run_1/m1.png
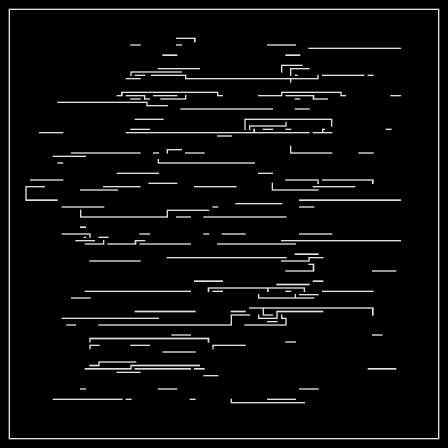
run_1/m2.png
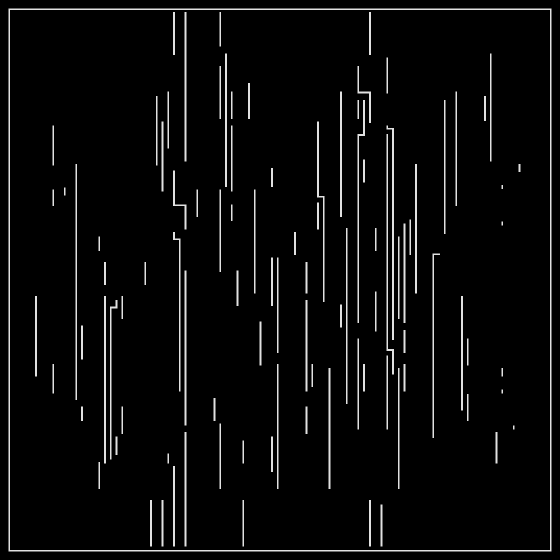
run_1/m3.png
Scale bar: 10 microns.
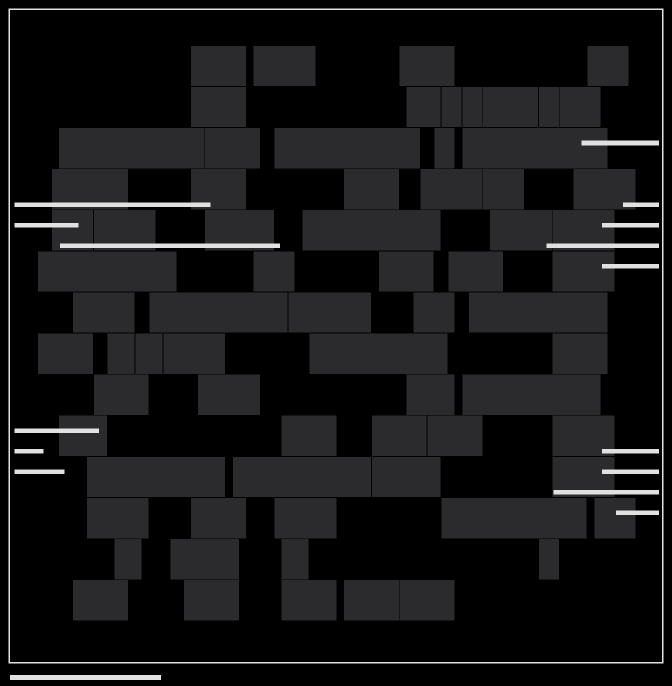
**config.mk**
```make
export PLATFORM = sky130hd
export DESIGN_NAME = cia_icr
export DESIGN_NICKNAME = d
export VERILOG_FILES = /design/src/rtl/cia_icr.sv
export SDC_FILE = /design/constraint.sdc
export NUM_CORES = 1
export LEC_CHECK = 0
export ABC_AREA = 0
export ABC_CLOCK_PERIOD_IN_PS = 1000
export CAP_MARGIN = 20
export CORE_MARGIN = 1.5
export CORE_UTILIZATION = 33
export DETAILED_ROUTE_END_ITERATION = 10
export GPL_TIMING_DRIVEN = 0
export PLACE_DENSITY_LB_ADDON = 0.08
export SYNTH_ARGS = -nofsm -noshare
export SYNTH_HDL_FRONTEND = slang
export SYNTH_SLANG_ARGS = --single-unit
```
**constraint.sdc**
```tcl
create_clock -name clk -period 1 [get_ports clk]
set_input_delay 0.15 -clock clk [delete_from_list [all_inputs] [get_ports clk]]
set_output_delay 0.15 -clock clk [all_outputs]
set_load 0.03 [all_outputs]
```
**src/rtl/cia_icr.sv**
```systemverilog
// CIA interrupt control register: latches source pulses into flags, applies the mask, drives /IRQ.
// Optional CIA_ICR_TB_BUG_EN: old-6526 behaviour where a TB underflow coinciding with an ICR read is lost.
module cia_icr #(
  parameter int NSRC = 5
) (
  input  logic            clk,
  input  logic            res_n,
  input  logic            phi2_dn,
  input  logic            rd,
  input  logic            w,
  input  logic [7:0]      data,
  input  logic [NSRC-1:0] src,
  output logic [7:0]      regs,
  output logic            irq_n
);

  logic [NSRC-1:0] flags;
  logic [NSRC-1:0] mask;
  logic            ir;

  logic [NSRC-1:0] src_eff;
  logic [NSRC-1:0] flags_kept;
  logic [NSRC-1:0] flags_next;
  logic [NSRC-1:0] mask_next;
  logic            ir_next;
  logic [6:0]      flags_wide;
  logic            unused_data_bits;

  assign unused_data_bits = &{1'b0, data[6:NSRC]};

  // A read discards the old flags before the new sources are or-ed in, so a
  // source active during the read survives; ir likewise only sees uncleared flags.
  always_comb begin
    src_eff = src;
`ifdef CIA_ICR_TB_BUG_EN
    src_eff[1] = src[1] & ~rd;
`endif
    flags_kept = rd ? '0 : flags;
    flags_next = flags_kept | src_eff;
    mask_next  = mask;
    if (w) begin
      if (data[7]) mask_next = mask | data[NSRC-1:0];
      else         mask_next = mask & ~data[NSRC-1:0];
    end
    ir_next    = (rd ? 1'b0 : ir) | (|(flags_kept & mask));
    flags_wide = 7'(flags);
  end

  assign regs = {ir, flags_wide};

  always_ff @(posedge clk or negedge res_n) begin
    if (!res_n) begin
      flags <= '0;
      mask  <= '0;
      ir    <= 1'b0;
      irq_n <= 1'b1;
    end else if (phi2_dn) begin
      flags <= flags_next;
      mask  <= mask_next;
      ir    <= ir_next;
      irq_n <= ~ir_next;
    end
  end

endmodule

```
==> flow_summary.ini, run 1 <==
; yosys + openroad results
[layout]
most-common-layout-cells = sky130_fd_sc_hd__clkdlybuf4s50_1 (13), sky130_fd_sc_hd__buf_6 (10), sky130_fd_sc_hd__dfrtp_1 (8)
filler_cell_count = 141
area.sequential_sq_um = 305
largest_cell_class = flip-flops and latches
sh_comb_area_pct = 24.6
nNetsFinal = 90
seqAreaFraction_pct = 34.9
nNonClkBuffers = 29
multiInputGateArea_sq_um = 215
drive_gt1_share_pct = 52.1
area_growth_syn_to_layout_pct = 64.5
antennaDiodeCount = 0
finalInstanceArea_sq_um = 875
nonClkBufAreaFrac_pct = 33.6
clock_cell_area_share_pct = 4.15
layoutNonFillerInstCount = 87

[global_routing]
grt_busiest_layer = met2
gr-usage-met2_pct = 21.2
grt_max_degree = 13
grt_antenna_before_repair = 0
globalRouteMet3Util_pct = 6.38
met1_demand_to_capacity_share_in_global_routing_pct = 18.2
grtUsageTotal_pct = 14.1
first_pass_grt_wire_length_microns = 1880
global_route.overflow_total = 0

[logic_synthesis]
post_synth_tally_of_flip_flops_with_integrated_enable = 0
synth.top_cells.by_count = sky130_fd_sc_hd__dfrtp_1 (11), sky130_fd_sc_hd__a22o_2 (5), sky130_fd_sc_hd__nand3_1 (5), sky130_fd_sc_hd__mux2_2 (4), sky130_fd_sc_hd__buf_4 (3)
post_synth_num_cell_types = 17
synth.yosys.chip_area_sq_um = 532
synth_seq_share_pct = 56.7
synthesis.yosys.warnings = 0
synth_top_flop_cell = sky130_fd_sc_hd__dfrtp_1
cell_type_with_the_largest_total_area = sky130_fd_sc_hd__dfrtp_1
postSynth.asyncResetShare_pct = 100
synthDominantCellAreaShare_pct = 51.8
synthesis.area_sq_um = 532
synth_dominant_cell_count = sky130_fd_sc_hd__dfrtp_1
area_leaders = sky130_fd_sc_hd__dfrtp_1 (52%), sky130_fd_sc_hd__a22o_2 (9.4%), sky130_fd_sc_hd__mux2_2 (8.5%), sky130_fd_sc_hd__dfstp_2 (4.9%), sky130_fd_sc_hd__nand3_1 (4.7%)

[worst_setup_path]
worstSetupEndpointType = output port
critical_path.cell_chain = buf_6
reg2reg_setup_slack_ns = 0.01
worst_path_max_delay_cell = sky130_fd_sc_hd__dfstp_2
critPathTopFamily = flip-flops
worst_ep_required_time_ns = 0.85
r2r_cells = 4
crit_start = irq_n
crit_path_max_cell_delay_ns = 0.54
critical_path.startpoint_type = register
category_of_the_most_critical_setup_path = register to output port

[route]
detailroute.wirelength.met3_microns = 77
number_of_remaining_drc_errors = 0
firstDrtPassIters = 3
detail_route_antenna_nets = 0
initialDrtViolationCount = 7
dr_total_vias = 421
wl_met2_microns = 511
wire_per_inst_microns = 13.0
route.detailed.vias_per_inst = 4.84
m1WireLength_microns = 544
maxUsedRoutingLayer = met3

[cts]
clkTransAtPathRegs_ns = 0.08
clock_tree.root_cell = sky130_fd_sc_hd__clkbuf_4
post_cts.repair.setup_buffers = 1
clock-sinks = 12
clkLatencyLatePin_ns = 0.27
tritoncts = yes
ctsLongestPathBuffers = 2
htreeDepth = 1
cts.repair.resized = 51
tritoncts.num_buffers = 3

[die]
taps = 16
num_rows = 14
dieHeight_microns = 43.1
horizontal_die_size_microns = 43.1
fp.dieArea_sq_um = 1860
design.portCount = 27

[place]
dp.cells = 80
placement.io_buffers = 22
place_area_sq_um = 779
place_worst_setup_slack_ns = -0.431

[sta]
fmaxAchievable_ghz = 0.921
min_period_ns = 1.09
finalWorstSetupSlack_ns = -0.0859
report.final.slew_viol_count = 0
number_of_failing_setup_endpoints_in_the_final_timing_report = 3
timing.setup.tns_ns = -0.152
total_count_of_hold_check_failures_in_the_final_report = 0

[job]
cap_violations = 0
openroad.warnings = 30

[pwr]
powerDensity_nw_per_um2 = 1690
static-leakage-power_nw = 0.399
p_total_w = 0.00148
max-vdd-ir-drop_v = 0.00122

[run_status]
violations = setup timing
run_status = complete, but fails checks
Notes on m1.png above:
wire length on this layer = 544 microns
main direction = horizontal
nets with wire on the layer = 71
share of all routed wire = 48%

Notes on m2.png above:
wire length on this layer = 511 microns
main direction = vertical
nets with wire on the layer = 77
share of all routed wire = 45%
longest straight run = 18.7 microns

Notes on m3.png above:
wire length on this layer = 77.7 microns
longest straight run = 14.3 microns
nets with wire on the layer = 15
share of all routed wire = 6.9%
main direction = horizontal

[run 1: kinds of logic after synthesis]
kind of cell / after synthesis / synth area share (%)
buffers and inverters: 5 / 7.06
AOI/OAI and AO/OA: 10 / 16.2
and+or+nand+nor: 8 / 8.00
muxes: 5 / 11.3
DFF: 12 / 56.7
other: 1 / 0.705
[run 1: worst max-delay path by stage]
stage | slack [ns] | endpoint | cells past startpoint
floorplan | 0.007 | irq_n | 3
global placement | -0.42 | flags[3] | 4
detailed placement | -0.43 | flags[0] | 4
CTS | -0.10 | irq_n | 1
global route | -0.11 | irq_n | 1
finish | -0.09 | irq_n | 1
[run 1: power breakdown]
group / internal [W] / switching (W)
clock network: 0.000221 / 0.000156
logic: 0.000272 / 0.000193
registers: 0.000569 / 0.0000667
run_1/class_map.png
Scale bar: 10 microns.
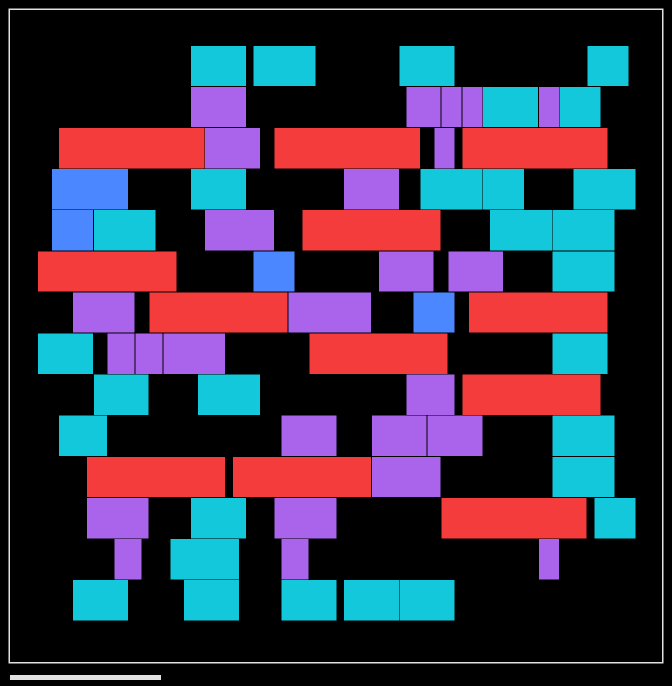

==> run 1 -> run 2 <==
- CORE_AREA: default -> 2 2 39 41
- CORE_MARGIN: 1.5 -> default
- CORE_UTILIZATION: 33 -> default
- DIE_AREA: default -> 0 0 41 43
- DONT_BUFFER_PORTS: default -> 1
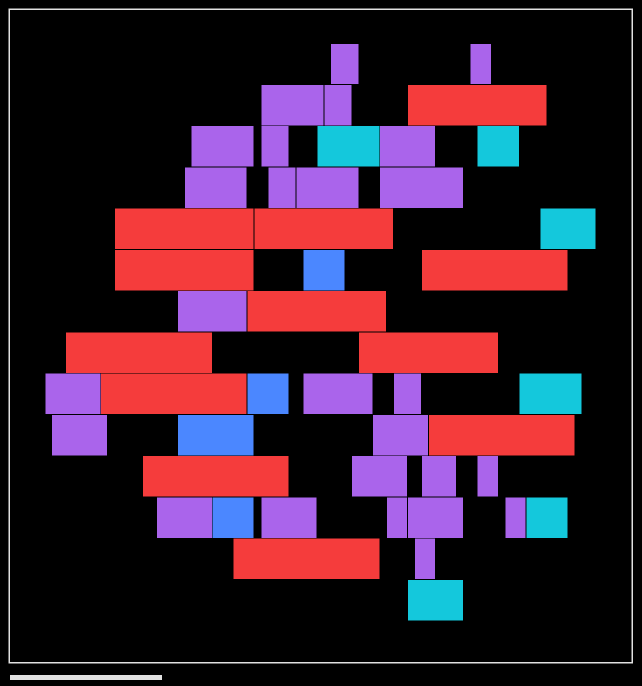
run_2/class_map.png
Scale bar: 10 microns.
remaining logic cells -> purple  # cells 26, share of their area 35%
remaining buffers and delay cells -> cyan  # cells 6, share of their area 9.3%
clock drivers and dummy loads -> blue  # cells 4, share of their area 5.9%
registers -> red  # cells 12, share of their area 50%

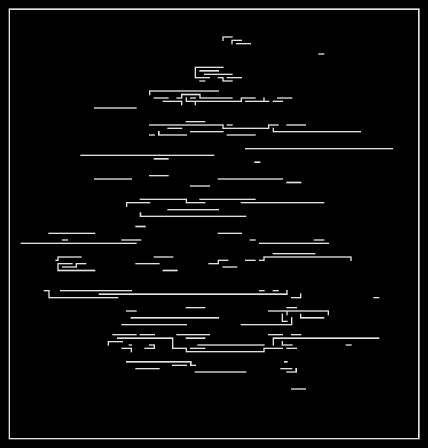
run_2/m1.png
share of all routed wire = 39%
longest straight run = 18.9 microns

==> flow_summary.ini, run 2 <==
; yosys + openroad results
[die]
dieHeight_microns = 43
taps = 16
num_rows = 14
design.portCount = 27
horizontal_die_size_microns = 41
core_sq_um = 1380
initial_utilization_pct = 38.4
fp.dieArea_sq_um = 1760

[worst_setup_path]
critical_path.startpoint_type = register
worst_ep_required_time_ns = 0.85
worstSetupEndpointType = output port
category_of_the_most_critical_setup_path = register to output port
cp_max_fo = 2
critical_path_arrival_ns = 0.89
reg2reg_setup_slack_ns = -0.04

[global_routing]
globalRouteMet3Util_pct = 4.19
global_route.overflow_total = 0
grt_pass1_vias = 371
met1_demand_to_capacity_share_in_global_routing_pct = 15.9
first_pass_grt_wire_length_microns = 1570
grt_antenna_before_repair = 0
gr-usage-met2_pct = 20.6
grt_max_degree = 13
grtUsageTotal_pct = 13.6

[route]
detail_route_antenna_nets = 0
firstDrtPassIters = 2
maxUsedRoutingLayer = met4
initialDrtViolationCount = 4
m1WireLength_microns = 387
dr_total_vias = 349
wl_met2_microns = 543
route.detailed.vias_per_inst = 5.45
wl_microns = 1000
detailroute.wirelength.met3_microns = 61
number_of_remaining_drc_errors = 0

[logic_synthesis]
synth_top_flop_cell = sky130_fd_sc_hd__dfrtp_1
netlist_logic_family_top = AND-OR/OR-AND gates
yosys_register_bits = 12
synth_dominant_cell_count = sky130_fd_sc_hd__dfrtp_1
cell_type_with_the_largest_total_area = sky130_fd_sc_hd__dfrtp_1
synth.top_cells.by_count = sky130_fd_sc_hd__dfrtp_1 (11), sky130_fd_sc_hd__a22o_2 (5), sky130_fd_sc_hd__nand3_1 (5), sky130_fd_sc_hd__mux2_2 (4), sky130_fd_sc_hd__buf_4 (3)
fa_ha_area_share_pct = 0
mux_share_pct = 11.3
synth_seq_share_pct = 56.7
mapped_cells = 41
synthesis.area_per_instance_sq_um = 13.0
postSynth.asyncResetShare_pct = 100
synthesis.area_sq_um = 532
ys_sh_simple_pct = 8.00
synthesis.yosys.warnings = 0
xor_area_share_pct = 0
synthDominantCellAreaShare_pct = 51.8
area_leaders = sky130_fd_sc_hd__dfrtp_1 (52%), sky130_fd_sc_hd__a22o_2 (9.4%), sky130_fd_sc_hd__mux2_2 (8.5%), sky130_fd_sc_hd__dfstp_2 (4.9%), sky130_fd_sc_hd__nand3_1 (4.7%)
synth.yosys.chip_area_sq_um = 532
post_synth_tally_of_flip_flops_with_integrated_enable = 0
and_or_or_and_share_of_the_synthesized_area_pct = 16.2
post_synth_num_cell_types = 17
yosysCellCount = 41

[sta]
maximum_clock_skew_at_final_layout_ns = 0.00324
min_period_ns = 1.04
rsz0062_at_grt = yes
max_slew_margin_pct = 64.0
post-route-period-util_pct = 104
final.hold.worst_slack_ns = 0.0223
total_count_of_hold_check_failures_in_the_final_report = 0
number_of_failing_setup_endpoints_in_the_final_timing_report = 3
finalWorstSetupSlack_ns = -0.0439
report.final.slew_viol_count = 0
fmaxAchievable_ghz = 0.958
tightestPinTransition_ns = 0.538

[pwr]
static-leakage-power_nw = 0.278
combinational_share_of_power_pct = 16.7
p_sw_share_pct = 28.9
power.net_switching_w = 0.000373
power.combinational.total_w = 0.000215
clock_net_power_w = 0.000375
clockPowerShare_pct = 29.1
powerDensity_nw_per_um2 = 2020
seq_power_share_pct = 54.2
power_report.internal_total_w = 0.000915
sequential_power_w = 0.000698
dominant_power_group = sequential cells
max-vdd-ir-drop_v = 0.000984

[cts]
tritoncts.num_buffers = 3
ctsLongestPathBuffers = 2
clock_tree.root_cell = sky130_fd_sc_hd__clkbuf_4
post_cts.repair.setup_buffers = 0
cts.repair.resized = 3
clock-sinks = 12
clkLatencyLatePin_ns = 0.26
clkTransAtPathRegs_ns = 0.08
htreeDepth = 1
tritoncts = yes
holdBufCountCts = 2

[layout]
area.sequential_sq_um = 308
layout_top_cell_excl_fill_tap = sky130_fd_sc_hd__dfrtp_1
largest_cell_class = flip-flops and latches
clock_cell_area_share_pct = 5.70
multiInputGateArea_sq_um = 211
filler_cell_count = 137
multi_input_combinational_cell_count = 25
most-common-layout-cells = sky130_fd_sc_hd__dfrtp_1 (6), sky130_fd_sc_hd__a22o_2 (5), sky130_fd_sc_hd__dfrtp_2 (5)
nNetsFinal = 67
seq_cell_count = 12
sh_comb_area_pct = 33.2
signal_inverters = 1
drive_gt1_share_pct = 58.3
nNonClkBuffers = 6
area_growth_syn_to_layout_pct = 19.8
nonClkBufAreaFrac_pct = 9.04
antennaDiodeCount = 0
clk_buffers = 4
seqAreaFraction_pct = 48.3

[place]
place_worst_setup_slack_ns = -0.104
placement.io_buffers = 0
gpl.final_weighted_congestion = 0.678
hpwl_microns = 767

[job]
cap_violations = 0
openroad.warnings = 30

[run_status]
violations = setup timing
run_status = complete, but fails checks

[worst_hold_path]
hold_path.class = input pin to register
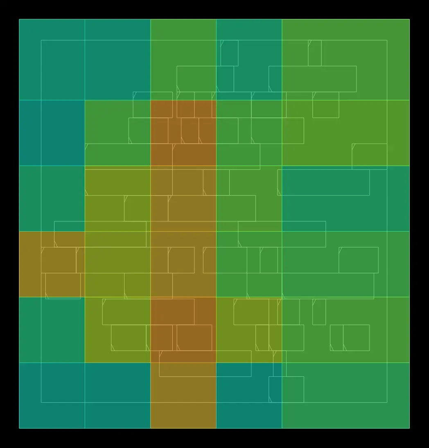
run_2/congestion_map.png
Routed WL per cell: 15.7 microns
share of the core filled with cells: 46.0%
layer with the highest usage after global routing: met2

==> run 2: final timing paths <==
| check | startpoint | cells past startpoint | end |
|---|---|---|---|
| hold / removal | src[4] | 1 | flags[4] |
| setup reg to reg | flags[1] | 3 | irq_n |
| hold reg to reg | register | 1 | register |
| max in group asynchronous | res_n | 1 | flags[0] |
| min in group asynchronous | res_n | 1 | flags[2] |
| setup / recovery | irq_n | 0 | irq_n |
==> run 2: stage by stage <==
stage                     utilization, %  area (sq um)  total power (W)  setup TNS, ns  std cells
after detailed placement            40.4           559         0.000879         -0.165         58
after floorplan                        -           539         0.000842              0         42
final                               46.0           637          0.00129         -0.119         64
after global placement              40.4           559         0.000871         -0.123         58
after CTS                           45.0           623          0.00128         -0.127         64
after global routing                46.0           637          0.00136         -0.260         64
Power is estimated from default activity; no workload was simulated.
